--- config.mk ---
export PLATFORM = sky130hd
export DESIGN_NAME = pong_ball_engine
export DESIGN_NICKNAME = d
export VERILOG_FILES = /design/src/rtl/pong_ball_engine.sv
export SDC_FILE = /design/constraint.sdc
export NUM_CORES = 1
export LEC_CHECK = 0
export ABC_AREA = 1
export CORE_MARGIN = 2
export CORE_UTILIZATION = 50
export CTS_CLUSTER_SIZE = 25
export DETAILED_ROUTE_END_ITERATION = 8
export HOLD_SLACK_MARGIN = 0.06
export PLACE_DENSITY = 0.79
export SYNTH_ARGS = -nofsm -noshare
export SYNTH_HDL_FRONTEND = slang
export SYNTH_SLANG_ARGS = --single-unit
--- constraint.sdc ---
create_clock -name clk_in -period 3.7 [get_ports clk_in]
set_clock_uncertainty 0.1 [all_clocks]
set_input_delay 0.37 -clock clk_in [delete_from_list [all_inputs] [get_ports clk_in]]
set_output_delay 0.37 -clock clk_in [all_outputs]
set_load 0.005 [all_outputs]
--- src/rtl/pong_ball_engine.sv ---
// pong_ball_engine
// Ball physics and scoring engine for the Pong video path. Holds ball position
// and velocity, advances once per FRAME_DIV frames at end-of-frame, resolves
// goals, zoned paddle deflection and wall bounces, sequences serve/play/over,
// and produces the registered ball pixel flag for the colour mux.
module pong_ball_engine #(
    parameter int H_RES        = 640,
    parameter int V_RES        = 480,
    parameter int BALL_SIZE    = 8,
    parameter int PAD_W        = 10,
    parameter int PAD_H        = 90,
    parameter int PAD1_X       = 10,
    parameter int PAD2_X       = 620,
    parameter int SPEED_X      = 2,
    parameter int MAX_DY       = 3,
    parameter int FRAME_DIV    = 1,
    parameter int SERVE_FRAMES = 60,
    parameter int SCORE_W      = 2,
    parameter int WIN_SCORE    = 3
) (
    input  logic               clk_in,
    input  logic               i_rst_n,
    input  logic               enablePong,
    input  logic               restart,
    input  logic               o_active,
    input  logic [9:0]         o_x,
    input  logic [8:0]         o_y,
    input  logic [8:0]         pos_yBarra1,
    input  logic [8:0]         pos_yBarra2,
    input  logic [3:0]         rnd,
    output logic               color,
    output logic [9:0]         ball_x,
    output logic [8:0]         ball_y,
    output logic [SCORE_W-1:0] score1,
    output logic [SCORE_W-1:0] score2,
    output logic [1:0]         point_evt,
    output logic               game_over,
    output logic [1:0]         state
);

    localparam int DIV_W = (FRAME_DIV > 1) ? $clog2(FRAME_DIV) : 1;
    localparam int SRV_W = (SERVE_FRAMES > 1) ? $clog2(SERVE_FRAMES) : 1;

    // Ball home position (top-left corner of the centred ball)
    localparam logic [9:0] CX = 10'((H_RES - BALL_SIZE) / 2);
    localparam logic [8:0] CY = 9'((V_RES - BALL_SIZE) / 2);

    // Physics constants in the 12-bit signed working domain
    localparam logic signed [11:0] X_MAX   = 12'(H_RES - BALL_SIZE);
    localparam logic signed [11:0] Y_MAX   = 12'(V_RES - BALL_SIZE);
    localparam logic signed [11:0] SPD     = 12'(SPEED_X);
    localparam logic signed [11:0] GOAL_R  = 12'(H_RES - BALL_SIZE - SPEED_X);
    localparam logic signed [11:0] BSZ     = 12'(BALL_SIZE);
    localparam logic signed [11:0] BHALF   = 12'(BALL_SIZE / 2);
    localparam logic signed [11:0] PADH    = 12'(PAD_H);
    localparam logic signed [11:0] ZONE_LO = 12'(PAD_H / 3);
    localparam logic signed [11:0] ZONE_HI = 12'((2 * PAD_H) / 3);
    localparam logic signed [11:0] P1_L    = 12'(PAD1_X);
    localparam logic signed [11:0] P1_R    = 12'(PAD1_X + PAD_W);
    localparam logic signed [11:0] P2_L    = 12'(PAD2_X);
    localparam logic signed [11:0] P2_R    = 12'(PAD2_X + PAD_W);
    localparam logic signed [3:0]  MDY     = 4'(MAX_DY);

    localparam logic [10:0]        BSZ11    = 11'(BALL_SIZE);
    localparam logic [SCORE_W-1:0] LAST_PT  = SCORE_W'(WIN_SCORE - 1);
    localparam logic [DIV_W-1:0]   DIV_LAST = DIV_W'(FRAME_DIV - 1);
    localparam logic [SRV_W-1:0]   SRV_LAST = SRV_W'(SERVE_FRAMES - 1);

    typedef enum logic [1:0] {
        ST_SERVE = 2'd0,
        ST_PLAY  = 2'd1,
        ST_OVER  = 2'd2
    } state_t;

    state_t                    st;
    logic                      dx_neg;   // horizontal speed is always +/-SPEED_X
    logic signed [3:0]         dy;
    logic [DIV_W-1:0]          div_cnt;
    logic [SRV_W-1:0]          srv_cnt;

    logic                      frame_end;
    logic                      step;
    logic signed [11:0]        sx, sy, sdx, sdy;
    logic signed [11:0]        pad1, pad2;
    logic signed [11:0]        nx_raw, nx, ny;
    logic                      goal_l, goal_r, hit1, hit2, wall_top, wall_bot;
    logic signed [3:0]         dy_pad1, dy_pad2;
    logic [10:0]               px, py, bx_end, by_end;
    logic                      pix_in_ball;
    logic                      spare_unused;

    // Deflection from the paddle zone struck by the ball centre
    function automatic logic signed [3:0] zone_dy(input logic signed [11:0] c,
                                                  input logic signed [3:0]  cur,
                                                  input logic               flip);
        logic neg;
        neg = cur[3] ^ flip;
        if (c < ZONE_LO)
            return -MDY;
        if (c >= ZONE_HI)
            return MDY;
        return neg ? -4'sd1 : 4'sd1;
    endfunction

    assign state = st;

    // Upper random bits are reserved; truncated arithmetic bits are known zero
    assign spare_unused = ^{rnd[3:2], nx[11:10], ny[11:9]};

    // Frame timing: end-of-frame strobe and physics step qualifier
    always_comb begin
        frame_end = (o_x == 10'(H_RES - 1)) && (o_y == 9'(V_RES - 1)) && enablePong;
        step      = frame_end && (div_cnt == DIV_LAST);
    end

    // Collision and motion decisions evaluated on the current ball state
    always_comb begin
        sx   = $signed({2'b00, ball_x});
        sy   = $signed({3'b000, ball_y});
        sdx  = dx_neg ? -SPD : SPD;
        sdy  = {{8{dy[3]}}, dy};
        pad1 = $signed({3'b000, pos_yBarra1});
        pad2 = $signed({3'b000, pos_yBarra2});

        goal_l = dx_neg && (sx <= SPD);
        goal_r = !dx_neg && (sx >= GOAL_R);

        hit1 = dx_neg && (sx >= P1_L) && (sx <= P1_R)
               && (sy + BSZ > pad1) && (sy < pad1 + PADH);
        hit2 = !dx_neg && (sx + BSZ >= P2_L) && (sx + BSZ <= P2_R)
               && (sy + BSZ > pad2) && (sy < pad2 + PADH);

        dy_pad1 = zone_dy(sy + BHALF - pad1, dy, rnd[1]);
        dy_pad2 = zone_dy(sy + BHALF - pad2, dy, rnd[1]);

        ny       = sy + sdy;
        wall_top = (ny < 12'sd0);
        wall_bot = (ny > Y_MAX);

        nx_raw = sx + sdx;
        nx     = nx_raw;
        if (nx_raw < 12'sd0)
            nx = 12'sd0;
        else if (nx_raw > X_MAX)
            nx = X_MAX;
    end

    // Game FSM with ball, velocity, score and event registers
    always_ff @(posedge clk_in or negedge i_rst_n) begin
        if (!i_rst_n) begin
            st        <= ST_SERVE;
            ball_x    <= CX;
            ball_y    <= CY;
            dx_neg    <= 1'b0;
            dy        <= 4'sd1;
            score1    <= '0;
            score2    <= '0;
            point_evt <= '0;
            game_over <= 1'b0;
            div_cnt   <= '0;
            srv_cnt   <= '0;
        end else begin
            point_evt <= '0;
            if (enablePong) begin
                if (frame_end)
                    div_cnt <= step ? '0 : div_cnt + DIV_W'(1);

                unique case (st)
                    ST_SERVE: begin
                        if (frame_end) begin
                            if (srv_cnt == SRV_LAST) begin
                                st      <= ST_PLAY;
                                srv_cnt <= '0;
                                dy      <= rnd[0] ? -4'sd1 : 4'sd1;
                            end else begin
                                srv_cnt <= srv_cnt + SRV_W'(1);
                            end
                        end
                    end

                    ST_PLAY: begin
                        if (step) begin
                            if (goal_l) begin
                                score2    <= score2 + SCORE_W'(1);
                                point_evt <= 2'b01;
                                dx_neg    <= 1'b1;
                                ball_x    <= CX;
                                ball_y    <= CY;
                                st        <= (score2 == LAST_PT) ? ST_OVER : ST_SERVE;
                                game_over <= (score2 == LAST_PT);
                            end else if (goal_r) begin
                                score1    <= score1 + SCORE_W'(1);
                                point_evt <= 2'b10;
                                dx_neg    <= 1'b0;
                                ball_x    <= CX;
                                ball_y    <= CY;
                                st        <= (score1 == LAST_PT) ? ST_OVER : ST_SERVE;
                                game_over <= (score1 == LAST_PT);
                            end else if (hit1) begin
                                dx_neg <= 1'b0;
                                dy     <= dy_pad1;
                            end else if (hit2) begin
                                dx_neg <= 1'b1;
                                dy     <= dy_pad2;
                            end else if (wall_top) begin
                                ball_y <= '0;
                                dy     <= -dy;
                            end else if (wall_bot) begin
                                ball_y <= Y_MAX[8:0];
                                dy     <= -dy;
                            end else begin
                                ball_x <= nx[9:0];
                                ball_y <= ny[8:0];
                            end
                        end
                    end

                    ST_OVER: begin
                        if (restart) begin
                            score1    <= '0;
                            score2    <= '0;
                            dx_neg    <= 1'b0;
                            game_over <= 1'b0;
                            st        <= ST_SERVE;
                        end
                    end

                    default: st <= ST_SERVE;
                endcase
            end
        end
    end

    // Pixel-in-ball test against the current scan position
    always_comb begin
        px          = {1'b0, o_x};
        py          = {2'b00, o_y};
        bx_end      = {1'b0, ball_x} + BSZ11;
        by_end      = {2'b00, ball_y} + BSZ11;
        pix_in_ball = (px >= {1'b0, ball_x}) && (px < bx_end)
                      && (py >= {2'b00, ball_y}) && (py < by_end);
    end

    // Registered ball pixel flag for the colour mux
    always_ff @(posedge clk_in or negedge i_rst_n) begin
        if (!i_rst_n)
            color <= 1'b0;
        else
            color <= o_active && enablePong && pix_in_ball;
    end

endmodule

Fig. 1: sizing map
Drawn at 4 px/um.
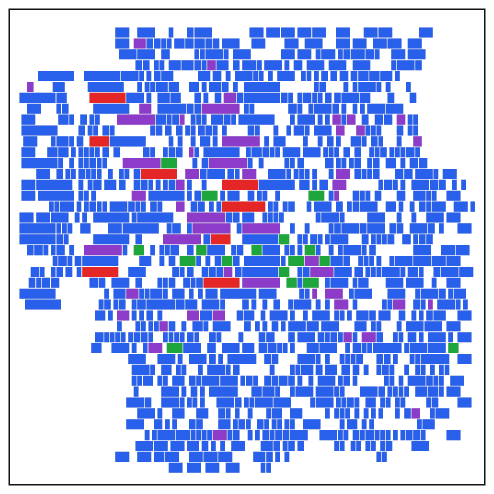
red -> drive 6 and up  # cells 8, most used clkbuf_16
blue -> drive 1 or less  # cells 1007, most used nand2_1
green -> drive 3 to 4  # cells 17, most used buf_4
purple -> drive 2  # cells 50, most used dfstp_2
Layout area overhead: 17.67%
fin area: 7716 um2
final worst slack: 0.2592 ns
nonclk buf count: 81

Fig. 2: I/O pins on the die edge
Drawn at 4 px/um. Pins as bars across the die edge, other pins in gray.
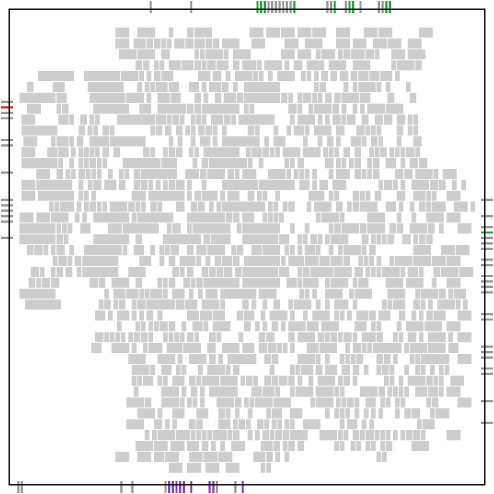
purple -> pos_yBarra1  # pins 9, direction input, edge bottom
red -> i_rst_n  # pins 1, direction input, edge left
green -> ball_x  # pins 10, direction output, edge 9 top, 1 right
all pins by edge = 24 top, 22 right, 16 bottom, 13 left
Port Buffers: 71
Die Ht: 118.5 um
chip width: 118.5 um

Fig. 3: cell placement
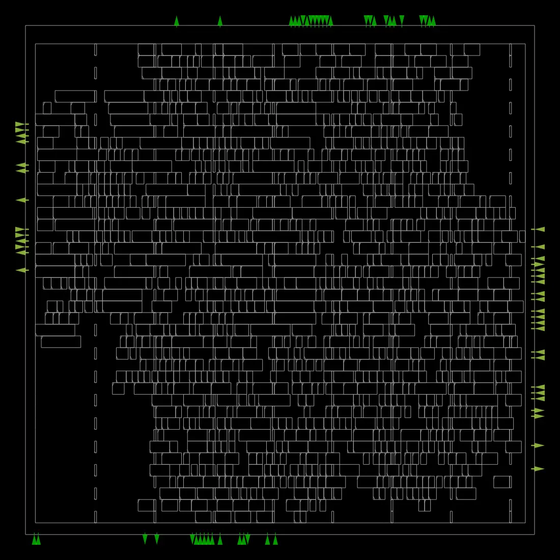
Final Util: 60.65%
Final Non-Filler Cells: 1254
number of tapcells: 172

==> reports/metrics.csv <==
stage;metric;value;unit
layout;nets;1239;
global_route;gr-total-overflow;0;
synth;edf_count;0;
layout;fill_cells;1216;
synth;area_leaders;ha_1 (20%), nand2_1 (13%), dfrtp_1 (11%);
clocking;cts_setup_buffers;0;
power;p_leak;0.004014;uW
clocking;cts_tree;done;
synth;netlist_area;6558;um2
layout;drive_gt1_share;6.932;%
setup_path;crit_path_max_incr_delay;0.53;ns
placement;dp_hpwl;14.84;mm
clocking;cts-root-buf;clkbuf_16;
power;power;1323;uW
setup_path;worstPathRequired;3.81;ns
detailed_routing;drtIter0Drc;514;
setup_path;cp_slowest_cell;dfstp_2;
detailed_routing;ant_nets;0;
final_timing;post-route-min-period;3.441;ns
floorplanning;coreArea;12720;um2
flow_run;warning_count;42;
synth;mappedNetlistNets;1156;
synth;synthCells;998;
final_timing;hold_viol;0;
final_timing;tightestPinTransition;0.8641;ns
final_timing;timing.hold.ws;0.09792;ns
synth;yosysTopAreaCellShare;20.23;%
floorplanning;initCoreUtil;51.54;%
synth;common_cells;nand2_1 (234), inv_1 (155), ha_1 (106);
status;status;completed;
synth;yosysTopAreaCell;ha_1;
synth;most_common_cell;nand2_1;
setup_path;crit_path_max_fanout;10;
final_timing;rsz0062_at_grt;false;
setup_path;crit_path_end_kind;flip-flop;
setup_path;crit_chain;buf_4, ha_1, xor2_1, ha_1, a21oi_1, nor2_1, nor2_1, nand3b_1, nand2_1, nand2_1, nor2_1, nand3_1, nand2_1, inv_1, nand2_1, nand2_1, nand2_1, nand2_1, nand2_1, nand2_1, a21oi_1;
synth;ff_type;dfrtp_1;
synth;syn_area_per_cell;6.571;um2
global_route;grt_antenna_before_repair;0;
layout;n_antenna_cell;0;
power;ir_worst_vdd;0.0002400;V
global_route;grt_pass1_wl;30.19;mm
setup_path;crit_type;flip-flop to flip-flop;
Fig. 4: wiring by layer
Drawn at 4 px/um. Two of the layers only.
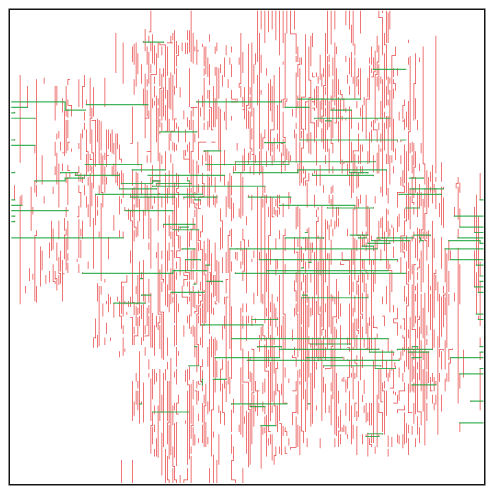
green -> met3  # wire length 1220 um
red -> met2  # wire length 8250 um
Routed WL per cell: 14.49 um
GRT Total Usage: 25.85%
drt total wl: 18.18 mm
vias: 6856

Fig. 5: I/O nets highlighted
Drawn at 2 px/um.
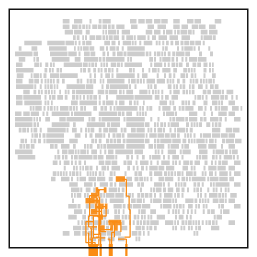
orange -> pos_yBarra1  # direction input, end cells 18, wire 283 um
io pins: 75

## logic make-up after synthesis
kind of cell | Yosys count | synth area share (%)
compound gates | 156 | 13.85
flops | 40 | 15.47
fa+ha+maj | 112 | 22.06
xor+xnor | 41 | 5.476
other cells | 1 | 0.05719
simple gates | 483 | 33.43
buf+inv | 165 | 9.655
## cell type report
| class | count | share of cell area [%] |
|---|---|---|
| multi-input combinational | 793 | 63.79 |
| clock buffer | 7 | 1.978 |
| timing repair buffer | 81 | 10.12 |
| sequential | 40 | 13.15 |
| tap | 172 | 2.789 |
| clock inverter | 1 | 0.3892 |
| inverter | 160 | 7.783 |
## state kept, by name, indices dropped and copies added (netlist names)
| name | cells |
|---|---|
| score1 | 2 |
| srv_cnt | 6 |
| ball_x | 9 |
| dy | 4 |
| point_evt | 2 |
| score2 | 2 |
| ball_y | 9 |
| game_over | 1 |
| div_cnt | 1 |
| color | 1 |
| state | 2 |
| dx_neg | 1 |
## cells in the final DEF, fill, tap and decap left out, types with 8 or more instances in the layout
cell / instances
ha_1: 106
clkdlybuf4s50_1: 70
dfstp_2: 11
o21ai_0: 41
nand4_1: 32
nand2_2: 8
nor2_1: 91
o211ai_1: 8
dfrtp_1: 29
xnor2_1: 10
nand2_1: 234
buf_4: 10
nand3_1: 66
nor3_1: 13
a21oi_1: 63
xor2_1: 30
nand3b_1: 11
inv_1: 155
## layer usage
metal	vias to the layer above	track usage (%)	share of wire, %	routed length (um)
li1	3483	-	-	-
met1	3117	34.84	46	8337
met2	220	42.89	45	8251
met3	36	4.392	6.7	1220
met4	0	6.473	2.0	364
met5	-	0	0	0
## worst reg2reg max path: cells and delay by family (launching register included)
family,cells,cell delay (ns)
adders and majority gates,2,0.59
buffers and inverters,2,0.28
and+or+nand+nor,14,1.10
xor gates and xnor gates,1,0.33
DFF,1,0.53
AOI/OAI and AO/OA,2,0.44
## path summary, 6_finish.rpt
kind,slack (ns),cells after the start,from,end
max in group asynchronous,2.86,1,i_rst_n,color
setup reg to reg,0.26,21,ball_y[3],dy[2]
hold reg to reg,0.40,2,game_over,game_over
min in group clk_in,0.40,2,game_over,game_over
setup / recovery,0.26,21,ball_y[3],dy[2]
hold / removal,0.1,1,i_rst_n,score2[0]
## stage by stage
stage	util, %	instances
after floorplan	-	998
after global placement	59.12	1246
after detailed placement	59.12	1246
after CTS	60.55	1254
after global routing	60.65	1254
final	60.65	1254
## repair_timing
action / CTS / global route
endpoints found under the hold margin: 0 / 0
resized: 0 / 3
endpoints found under the setup margin: 0 / 4
## power breakdown
group	internal (uW)	leakage, uW	switching [uW]
logic	151	0.00346	212
registers	439	0.000469	2.45
clock network	355	0.0000901	164
Power figures rest on the tool's default switching activity, not on a simulated workload.
